**config.mk**
```make
export PLATFORM = sky130hd
export DESIGN_NAME = digit_scan_ctrl
export DESIGN_NICKNAME = d
export VERILOG_FILES = /design/src/rtl/scan_pkg.sv /design/src/rtl/scan_timer.sv /design/src/rtl/digit_scan_ctrl.sv
export SDC_FILE = /design/constraint.sdc
export NUM_CORES = 1
export LEC_CHECK = 0
export ABC_AREA = 1
export CORE_UTILIZATION = 30
export DETAILED_ROUTE_END_ITERATION = 6
export DONT_BUFFER_PORTS = 1
export PLACE_DENSITY = 0.46
export SETUP_SLACK_MARGIN = 0.02
export SYNTH_ARGS = -nofsm -noshare
export SYNTH_HDL_FRONTEND = slang
export SYNTH_SLANG_ARGS = --single-unit
```
**constraint.sdc**
```tcl
create_clock -name clk -period 2.33 [get_ports clk]
set_input_delay 0.466 -clock clk [delete_from_list [all_inputs] [get_ports clk]]
set_output_delay 0.466 -clock clk [all_outputs]
set_load 0.01 [all_outputs]
```
**src/rtl/scan_pkg.sv**
```systemverilog
// Shared types and sizing helpers for the digit scan controller.
package scan_pkg;

  localparam int unsigned DIGITS   = 4;
  localparam int unsigned NIBBLE_W = 4;
  localparam int unsigned WORD_W   = 16;
  localparam int unsigned IDX_W    = $clog2(DIGITS);

  typedef enum logic [1:0] {
    StIdle,
    StOn,
    StBlank
  } state_e;

  // Counter must hold the larger of the two phase lengths.
  function automatic int unsigned timer_w(input int unsigned dwell, input int unsigned blank);
    int unsigned m;
    m = (dwell > blank) ? dwell : blank;
    return $clog2(m + 1);
  endfunction

endpackage

```
**src/rtl/scan_timer.sv**
```systemverilog
// Loadable down-counter with terminal-count flag, shared by dwell and blank phases.
module scan_timer #(
  parameter int unsigned W = 4
) (
  input  logic         clk,
  input  logic         rst_n,
  input  logic         load,
  input  logic [W-1:0] load_val,
  output logic         tc
);

  logic [W-1:0] cnt_q;

  always_ff @(posedge clk or negedge rst_n) begin
    if (!rst_n) begin
      cnt_q <= '0;
    end else if (load) begin
      cnt_q <= load_val;
    end else if (cnt_q != '0) begin
      cnt_q <= cnt_q - 1'b1;
    end
  end

  assign tc = (cnt_q == '0);

endmodule

```
**src/rtl/digit_scan_ctrl.sv**
```systemverilog
// Four-digit scan controller driving a 2:4 decoder with dwell/blank timing and framed loads.
// Optional leading-zero blanking is enabled by defining SCAN_ZERO_SUPPRESS_EN.
module digit_scan_ctrl
  import scan_pkg::*;
#(
  parameter int unsigned DWELL = 1000,
  parameter int unsigned BLANK = 16
) (
  input  logic                clk,
  input  logic                rst_n,
  input  logic                run,
  input  logic [WORD_W-1:0]   data_in,
  input  logic                load,
  output logic                ready,
  input  logic [DIGITS-1:0]   digit_mask,
  output logic                a,
  output logic                b,
  output logic                en,
  output logic [NIBBLE_W-1:0] nibble,
  output logic                frame_done
);

  localparam int unsigned TW = timer_w(DWELL, BLANK);
  localparam logic [TW-1:0] DwellLd = TW'(DWELL - 1);
  localparam logic [TW-1:0] BlankLd = TW'((BLANK == 0) ? 0 : BLANK - 1);
  localparam logic [IDX_W-1:0] LastIdx = IDX_W'(DIGITS - 1);

  state_e              state_q, state_d;
  logic [IDX_W-1:0]    idx_q, idx_d;
  logic [WORD_W-1:0]   word_q, word_d, shadow_q, shadow_d;
  logic                pend_q, pend_d;
  logic                en_q, en_d;
  logic [NIBBLE_W-1:0] nib_q, nib_d;
  logic                fd_q, fd_d;
  logic                ready_q;
  logic                enter_on, boundary, accept, suppress;
  logic                tmr_load, tmr_tc;
  logic [TW-1:0]       tmr_val;

  scan_timer #(
    .W(TW)
  ) u_timer (
    .clk      (clk),
    .rst_n    (rst_n),
    .load     (tmr_load),
    .load_val (tmr_val),
    .tc       (tmr_tc)
  );

  always_comb begin
    state_d  = state_q;
    idx_d    = idx_q;
    enter_on = 1'b0;
    fd_d     = 1'b0;
    tmr_load = 1'b0;
    tmr_val  = DwellLd;
    if (!run) begin
      state_d = StIdle;
      idx_d   = '0;
    end else begin
      unique case (state_q)
        StIdle: begin
          state_d  = StOn;
          idx_d    = '0;
          enter_on = 1'b1;
        end
        StOn: begin
          if (tmr_tc) begin
            if (BLANK == 0) begin
              idx_d    = idx_q + 1'b1;
              enter_on = 1'b1;
              fd_d     = (idx_q == LastIdx);
            end else begin
              state_d  = StBlank;
              tmr_load = 1'b1;
              tmr_val  = BlankLd;
            end
          end
        end
        StBlank: begin
          if (tmr_tc) begin
            state_d  = StOn;
            idx_d    = idx_q + 1'b1;
            enter_on = 1'b1;
            fd_d     = (idx_q == LastIdx);
          end
        end
        default: state_d = StIdle;
      endcase
    end
    if (enter_on) begin
      tmr_load = 1'b1;
      tmr_val  = DwellLd;
    end
  end

  // The active word may only change where a new frame starts or while idle.
  assign boundary = enter_on && (idx_d == '0);
  assign accept   = load && ready_q;

  always_comb begin
    word_d   = word_q;
    shadow_d = shadow_q;
    pend_d   = pend_q;
    if (boundary || (state_q == StIdle)) begin
      if (accept) begin
        word_d = data_in;
      end else if (pend_q) begin
        word_d = shadow_q;
        pend_d = 1'b0;
      end
    end else if (accept) begin
      shadow_d = data_in;
      pend_d   = 1'b1;
    end
  end

`ifdef SCAN_ZERO_SUPPRESS_EN
  // Blank a digit when it and every more-significant nibble are zero; digit 0 always shows.
  assign suppress = (idx_d != '0) && ((word_d >> (NIBBLE_W * idx_d)) == '0);
`else
  assign suppress = 1'b0;
`endif

  assign en_d  = (state_d == StOn) && digit_mask[idx_d] && !suppress;
  assign nib_d = enter_on ? word_d[NIBBLE_W*idx_d +: NIBBLE_W] : nib_q;

  always_ff @(posedge clk or negedge rst_n) begin
    if (!rst_n) begin
      state_q  <= StIdle;
      idx_q    <= '0;
      word_q   <= '0;
      shadow_q <= '0;
      pend_q   <= 1'b0;
      en_q     <= 1'b0;
      nib_q    <= '0;
      fd_q     <= 1'b0;
      ready_q  <= 1'b1;
    end else begin
      state_q  <= state_d;
      idx_q    <= idx_d;
      word_q   <= word_d;
      shadow_q <= shadow_d;
      pend_q   <= pend_d;
      en_q     <= en_d;
      nib_q    <= nib_d;
      fd_q     <= fd_d;
      ready_q  <= !pend_d;
    end
  end

  assign a          = idx_q[0];
  assign b          = idx_q[1];
  assign en         = en_q;
  assign nibble     = nib_q;
  assign ready      = ready_q;
  assign frame_done = fd_q;

endmodule

```
==> impl_metrics.ini <==
; yosys + openroad results
[outcome]
status = finished clean

[critical_path]
crit_slowest_cell = dfrtp_1
timing.critical_path.required_ps = 2540
end_kind = register
reg2reg_depth = 15
crit_type = reg -> reg
path_cells = inv_1 -> ha_4 -> nand2_4 -> nor2_8 -> nand3_2 -> a21oi_4 -> nand2_2 -> nand2_4 -> nand2_8 -> buf_4 -> buf_4 -> o21ai_2 -> inv_2 -> a21oi_2 -> inv_2
worstPathArrival_ps = 2340
start_kind = register
cpPeakStageDelay_ps = 410
path_max_fanout = 7

[clock_tree]
worstSkewPairLatency_ps = 310
cts.sinks = 54
clk_path_buf_depth = 2
cts_tree = built
path_clk_slew_ps = 110
ctsHtreeMaxLevel = 2
cts_root_buffer = clkbuf_8
numCtsBuffers = 5

[place]
dp_slack_ps = 48.93
gp_congestion = 0.7992
io_buffers = 0
dp_hpwl_um = 4593
numPlacedInstances = 471

[synthesis]
edf_count = 0
yosysMostFrequentCell = nand2_1
yosysChipArea_sq_um = 2870
ys_seq_share_pct = 47.12
synth_top_area_share_pct = 46.21
synthesis.nets = 367
common_cells = 74 x nand2_1, 53 x dfrtp_1, 34 x inv_1, 34 x o21ai_0, 26 x nor2_1
yosysWarnings = 0
avgSynthCellArea_sq_um = 8.417
ys_cells = 341
ys.flops = 54
syn_area_sq_um = 2870
synth_top_flop_cell = dfrtp_1
ys_types = 37
netlist_instances = 341
top_area_cell = dfrtp_1
area_leaders = dfrtp_1 46%, nand2_1 9.7%, o21ai_0 5.9%
async_flop_share_pct = 100.0

[global_route]
grt_pass1_vias = 2240
grt_pass1_wl_um = 11160
grt_remaining_overflow = 0
grtUsageTotal_pct = 14.11
antenna_found_initial = 0
grt_max_degree = 55

[floorplanning]
die-area_sq_um = 9963
dieWidth_um = 99.82
ios = 33
dieHeight_um = 99.82

[final_timing]
fin_tns_setup_ps = 0
period_needed_ps = 2129
rsz0062_at_grt = false
finalClockSkew_ps = 15.13
tightest_slew_ps = 455.9
setup_viol = 0
finalCritPeriodShare_pct = 91.39
fmax_mhz = 469.6
drv_slew = 0
hold_ws_ps = 14.17
hold_violations = 0
slew_headroom_pct = 69.61

[detailed_routing]
drt_first_iter_violations = 99
vias_per_cell = 4.526
post-route-drc-count = 0
first_pass_iters = 4
ant_nets = 0
routedWlPerCell_um = 13.25

[cells_and_area]
nets = 385
logic_area_sq_um = 1340
syn_to_final_growth_pct = 15.69
drive_gt1_share_pct = 19.72
area.sequential_sq_um = 1353
fin_cells = 489
num_antenna_cells = 0

[job]
warnings = 26
maxCapViolations = 0

[power]
ir_drop_mv = 0.2885
p_per_area_nw_per_um2 = 779.9
leakagePower_nw = 1.589

[min_path]
hold_path_class = in -> async
layer usage:
| metal | global-route usage, % | share of wire (%) | wire length [um] | vias to the layer above |
|---|---|---|---|---|
| met4 | 3.394 | 0.80 | 52 | 0 |
| met3 | 2.994 | 4.4 | 282 | 4 |
| li1 | - | - | - | 1149 |
| met1 | 19.59 | 51 | 3296 | 1027 |
| met2 | 22.49 | 44 | 2848 | 33 |
| met5 | 0 | 0 | 0 | - |
state kept, by name (all words and copies together) (netlist names), 2 cells and up:
signal         cells
idx_q              2
nibble             4
shadow_q          16
state_q            2
u_timer.cnt_q     10
word_q            16
cell usage in the layout, fill, tap and decap left out, types with 5 or more instances in the layout:
cell      instances
o211ai_1          5
nand3b_1          8
inv_2             5
o21ai_1           8
clkbuf_8          5
nand2_1          74
nor2_1           25
nand3_1          16
a21oi_2          10
dfrtp_1          53
buf_4            21
a21oi_1          19
inv_1            33
o21ai_0          34
path summary, 6_finish.rpt:
path                                           end                          from  slack, ps
setup / recovery                  pend_q$_DFF_PN0_  u_timer.cnt_q[1]$_DFFE_PN0P_        200
setup reg to reg                  pend_q$_DFF_PN0_  u_timer.cnt_q[1]$_DFFE_PN0P_        200
hold / removal             shadow_q[9]$_DFFE_PN0P_                         rst_n         10
max in group asynchronous          ready$_DFF_PN1_                         rst_n       2030
min in group clk              state_q[1]$_DFF_PN0_                           run        280
hold reg to reg               word_q[11]$_DFF_PN0_          word_q[11]$_DFF_PN0_        490
cells by family after synthesis:
group	Yosys count	share of synthesized area, %
AND/OR/NAND/NOR	139	22.71
AND-OR/OR-AND	82	16.91
flip-flops	54	47.12
buffers and inverters	52	7.715
multiplexers	8	3.444
XOR/XNOR	4	1.221
adder cells (fa/ha/maj)	2	0.8717
through the flow:
stage	power (mW)	utilization (%)	area, sq um
finish	2.590	35.94	3321
global route	2.788	35.94	3321
CTS	2.586	34.61	3198
detailed placement	1.916	33.13	3062
global placement	1.911	33.13	3062
floorplan	1.770	-	2870
layout make-up:
cell class | count | area share, %
Inverter | 39 | 4.408
Sequential cell | 54 | 40.73
Timing Repair Buffer | 24 | 6.368
Clock inverter | 3 | 1.206
Multi-Input combinational cell | 235 | 40.35
Tap cell | 129 | 4.861
Clock buffer | 5 | 2.072
worst max-delay path, delay by kind of cell, from the launching register on:
family	cells	cell delay, ps
AOI/OAI and AO/OA	3	420
adders and majority gates	1	150
buffers and inverters	5	450
DFF	1	410
and+or+nand+nor	6	570
where the power goes:
part | internal (mW) | total [mW] | switching [mW]
Combinational | 0.296 | 0.642 | 0.346
Sequential | 1.15 | 1.31 | 0.165
Clock | 0.317 | 0.637 | 0.320
repair_timing:
item,CTS,global route
setup endpoints to repair,0,18
gates resized,0,10
endpoints found under the hold margin,54,0
hold buffers,1,0
buffers inserted,0,9
Figure 1. M1 wires.
Drawn at 6 px/um. Supply wires on this layer in grey.
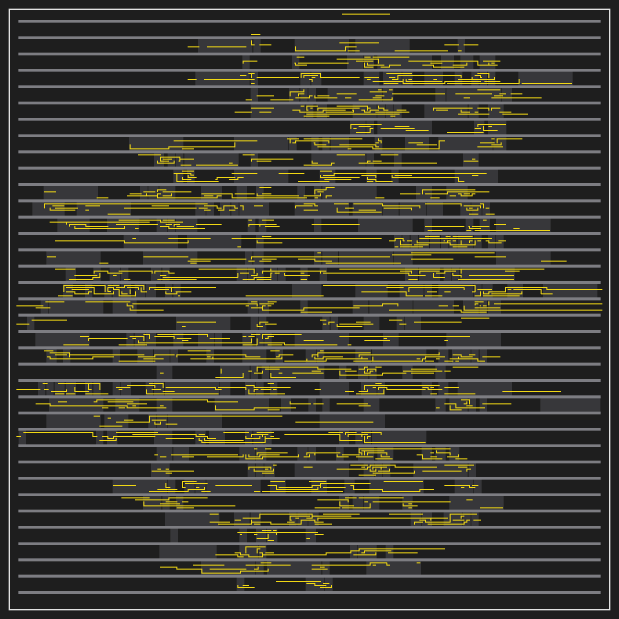
The longest straight run is 34.0 um. The layer holds 51% of the routed length.
met1 Usage GRT: 19.59%
via count of the routed design: 2213
DRT Wirelength: 6479 um

Figure 2. Cell placement.
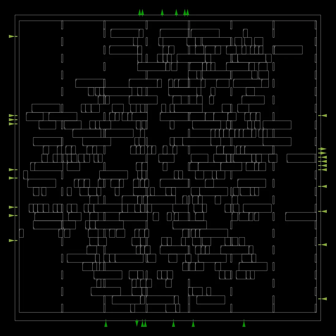
row count: 35
fillers: 950
Well Taps: 129

Figure 3. Sizing map.
Drawn at 4 px/um.
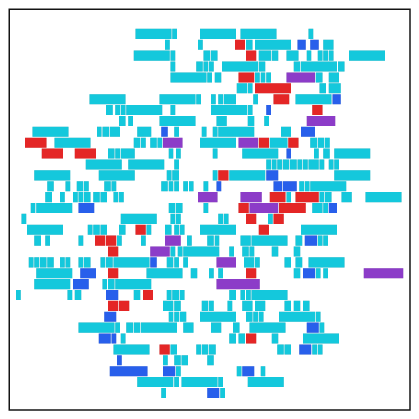
Red shows drive 3 to 4, cells 30. Blue shows drive 2, cells 29. Purple shows drive 6 and up, cells 12. Cyan shows drive 1 or less, cells 289.
setup ws final: 200.6 ps
final design area excluding fillers: 3321 sq um

Figure 4. Cell area per tile.
Drawn at 4 px/um. 10 x 10 tiles, from dark blue (low) to red (high), 0 to 100% covered.
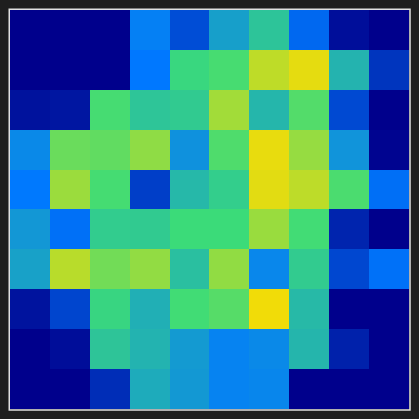
The mean over all tiles is 32%. The emptiest ninth of the die: north-west. The densest ninth of the die: centre.
core utilization at floorplan: 31.06%
area of the core: 9240 sq um

No activity file was given, so power comes from the tool's default toggle rates.
